layer_met1.png
Scale: 6 px per um. Supply wires on this layer in grey.
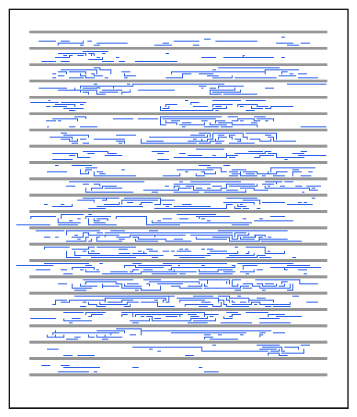
layer_met2.png
Scale: 4 px per um. Cells faint in the background.
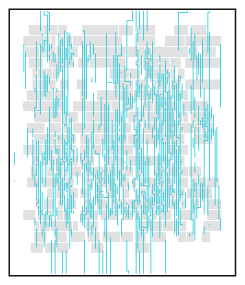
layer_met3.png
Scale: 6 px per um.
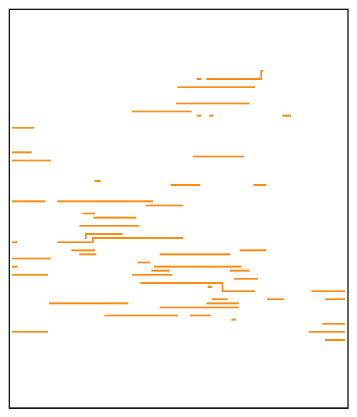
==> config.mk <==
export PLATFORM = sky130hd
export DESIGN_NAME = control_sequencer
export DESIGN_NICKNAME = d
export VERILOG_FILES = /design/src/rtl/control_sequencer.sv
export SDC_FILE = /design/constraint.sdc
export NUM_CORES = 1
export LEC_CHECK = 0
export CAP_MARGIN = 5
export CORE_ASPECT_RATIO = 1.2
export CORE_MARGIN = 3
export CORE_UTILIZATION = 49
export DETAILED_ROUTE_END_ITERATION = 10
export PLACE_DENSITY_LB_ADDON = 0.05
export SLEW_MARGIN = 10
export SYNTH_ARGS = -nofsm -noshare
export SYNTH_HDL_FRONTEND = slang
export SYNTH_SLANG_ARGS = --single-unit
==> constraint.sdc <==
create_clock -name Clock -period 2.8 [get_ports Clock]
set_clock_uncertainty 0.15 [all_clocks]
set_input_delay 0.42 -clock Clock [delete_from_list [all_inputs] [get_ports Clock]]
set_output_delay 0.42 -clock Clock [all_outputs]
set_load 0.01 [all_outputs]
==> results.py <==
# Physical implementation metrics
metrics = {
    "run_status": {
        "status": "completed",
    },
    "drt": {
        "antenna_left": 0,
        "firstDrtPassIters": 6,
        "drc_errors": 0,
        "avgViaCountPerCell": 6.05,
        "wl_per_cell_um": 16.2,
        "top_layer": "met4",
        "drt-met1-wl_um": 1870,
        "dr_wl_met3_um": 312,
        "initialDrtViolationCount": 131,
        "met2_length_um": 2500,
    },
    "clock_tree": {
        "cts_hold_buffers": 0,
        "h-tree-depth": 1,
        "cts_tree": "built",
        "root_buffer": "clkbuf_4",
        "clockBufferDepth": 2,
        "path_clk_slew_ps": 80,
        "cts-buffers-inserted": 3,
        "clock-sinks": 12,
        "insertion_delay_ps": 280,
    },
    "cells_and_area": {
        "fillers": 227,
        "final_layout_top_logic_cell": "buf_4",
        "drive_above_1_share_pct": 23.4,
        "finish.instance_area_um2": 2090,
        "layout_top_cells": "26 x buf_4, 25 x nor2_1, 18 x clkdlybuf4s50_1",
        "area_growth_pct": 41.0,
        "n_antenna_cell": 0,
        "largest_reg_flops": 5,
        "nets": 275,
    },
    "global_route": {
        "grt_use_total_pct": 25.2,
        "grt_pass1_vias": 1658,
        "grt_max_degree": 18,
        "gr-total-overflow": 0,
        "grt_pass1_wl_um": 7610,
        "antenna_found_initial": 0,
    },
    "critical_path": {
        "cpMostUsedCell": "buf_4",
        "rr_worst_depth": 7,
        "crit_path_end_kind": "primary output",
        "startpoint_type": "flip-flop",
        "crit_arrival_ps": 2190,
        "critical_path.slowest_cell": "clkdlybuf4s50_1",
        "r2r_setup_slack_ps": 230,
        "crit_type": "flip-flop to primary output",
        "crit_chain": "buf_4 -> nand2b_1 -> nor3_2 -> buf_4 -> nand2_1 -> buf_4 -> nor2_1 -> clkdlybuf4s50_1",
        "critPathMaxStageDelay_ps": 540,
        "crit_required_ps": 2230,
        "cp_max_fo": 13,
    },
    "placed_design": {
        "hpwl_um": 3580,
        "numPortBuffers": 38,
        "placed_area_um2": 1960,
        "gp_congestion": 0.893,
    },
    "logic_synthesis": {
        "async_flop_share_pct": 100,
        "synth_area_um2": 1480,
        "synthCells": 213,
        "yosys_warnings": 0,
        "synth_seq_share_pct": 20.5,
        "enable_flop_cells": 0,
        "yosys-stat-cells": 213,
        "syn_avg_cell_area_um2": 6.96,
        "syn_nets": 226,
        "yosys_area_um2": 1480,
        "synthFlopType": "dfrtp_1",
        "ys_ff": 12,
        "yosysUniqueCellTypes": 57,
    },
    "power": {
        "vdd_drop_max_mv": 0.598,
        "leakage_nw": 1.01,
        "finalPower_mw": 2.09,
        "p_per_area_nw_per_um2": 1000,
    },
    "final_timing": {
        "period_needed_ps": 2760,
        "setup_viol": 0,
        "clock.fmax_mhz": 363,
        "worstMarginPinSlew_ps": 503,
        "fin_crit_sh_pct": 98.5,
        "hold_viol": 0,
        "drv_slew": 0,
        "max-slew-margin-rel_pct": 66.3,
        "hold_slack_ps": 322,
    },
    "min_path": {
        "hold_path.class": "input pin to asynchronous set/reset pin",
    },
    "flow_run": {
        "drv_cap": 0,
        "tool_warnings": 29,
    },
    "floorplan": {
        "row_count": 21,
        "coreArea_um2": 2840,
        "fp_util_pct": 52.2,
        "die_area_um2": 3720,
        "die_w_um": 56.2,
        "io_pins": 39,
        "die_h_um": 66.2,
    },
}
Notes on layer_met1.png above:
- wire length on this layer: 1870 um
- longest straight run: 21.6 um
- main direction: horizontal
- nets with wire on the layer: 244
- share of all routed wire: 39%
drt total wl: 4780 um
routed via count: 1786
grt met1 use: 30.8%

Notes on layer_met2.png above:
- longest straight run: 39.8 um
- main direction: vertical
met2 usage: 46.2%

Notes on layer_met3.png above:
- nets with wire on the layer: 42
- longest straight run: 15.6 um
grt met3 use: 3.52%

==> synthesized netlist by cell type, drive strengths merged, types with 2 or more instances <==
cell type	n	share of area [%]
nor3	14	5.1
a211oi	3	1.5
ha	4	3.4
a31oi	2	0.84
o221ai	2	1.6
o31ai	2	1.0
o211ai	4	2.0
a2bb2oi	2	1.2
a311oi	2	1.2
nand2	17	4.3
nor2	28	7.4
or3	5	2.4
o22ai	2	0.84
and2	3	1.3
dfstp	3	5.3
xor2	2	1.2
a21oi	12	4.3
inv	14	3.5
mux2	3	2.3
clkbuf	9	2.3
dfrtp	9	15
nand4	2	0.84
buf	13	5.5
a21o	3	1.5
nand3	10	3.4
nand2b	6	2.5
mux2i	2	1.4
o21ai	17	6.0
or2	2	0.84
==> layer usage <==
| layer | global-route usage [%] | up-vias |
|---|---|---|
| met5 | 0 | - |
| met4 | 6.23 | 0 |
| met3 | 3.52 | 12 |
| met2 | 46.2 | 86 |
| met1 | 30.8 | 834 |
| li1 | - | 854 |
==> cell families (layout without fill, tap and decap cells) <==
kind of cell,Yosys count,in the layout,share of synthesized area (%)
XOR/XNOR,2,2,1.18
AND/OR/NAND/NOR,95,95,32.7
adder cells (fa/ha/maj),4,4,3.38
buffers and inverters,36,84,11.3
AND-OR/OR-AND,59,59,27.3
flip-flops,12,12,20.5
multiplexers,5,5,3.63
==> stage by stage <==
stage | setup WS (ps) | utilization [%] | setup TNS [ps] | instances
CTS | -31.2 | 71.6 | -53.7 | 292
finish | 41.9 | 73.6 | 0 | 295
global placement | -34.8 | 69.1 | -86.8 | 286
global route | -17.8 | 73.6 | -20.2 | 295
detailed placement | -64.6 | 69.1 | -175 | 286
floorplan | 355 | - | 0 | 213
==> where the power goes <==
| group | internal, mW | switching (mW) |
|---|---|---|
| clock network | 0.0791 | 0.0591 |
| logic | 0.697 | 0.872 |
| registers | 0.276 | 0.111 |
| total | 1.05 | 1.04 |
==> layout make-up <==
class / count / area [um2] / area share, %
clock buffers: 4 / 36.3 / 1.74
inverters: 14 / 52.6 / 2.51
multi-input cells: 165 / 1070 / 51.1
flip-flops and latches: 12 / 305 / 14.6
well taps: 34 / 42.5 / 2.04
repair buffers: 66 / 584 / 28.0
==> critical path: cells and delay by family, from the launching register on <==
| kind | cells | cell delay, ps |
|---|---|---|
| flip-flops | 1 | 390 |
| buffers and inverters | 4 | 1040 |
| AND/OR/NAND/NOR | 4 | 480 |
==> repair_timing <==
action / in CTS / in global routing
gates cloned: 0 / 0
pin swaps: 2 / 4
gates resized: 24 / 16
endpoints found under the setup margin: 19 / 13
buffers inserted: 2 / 3
Power figures rest on the tool's default switching activity, not on a simulated workload.
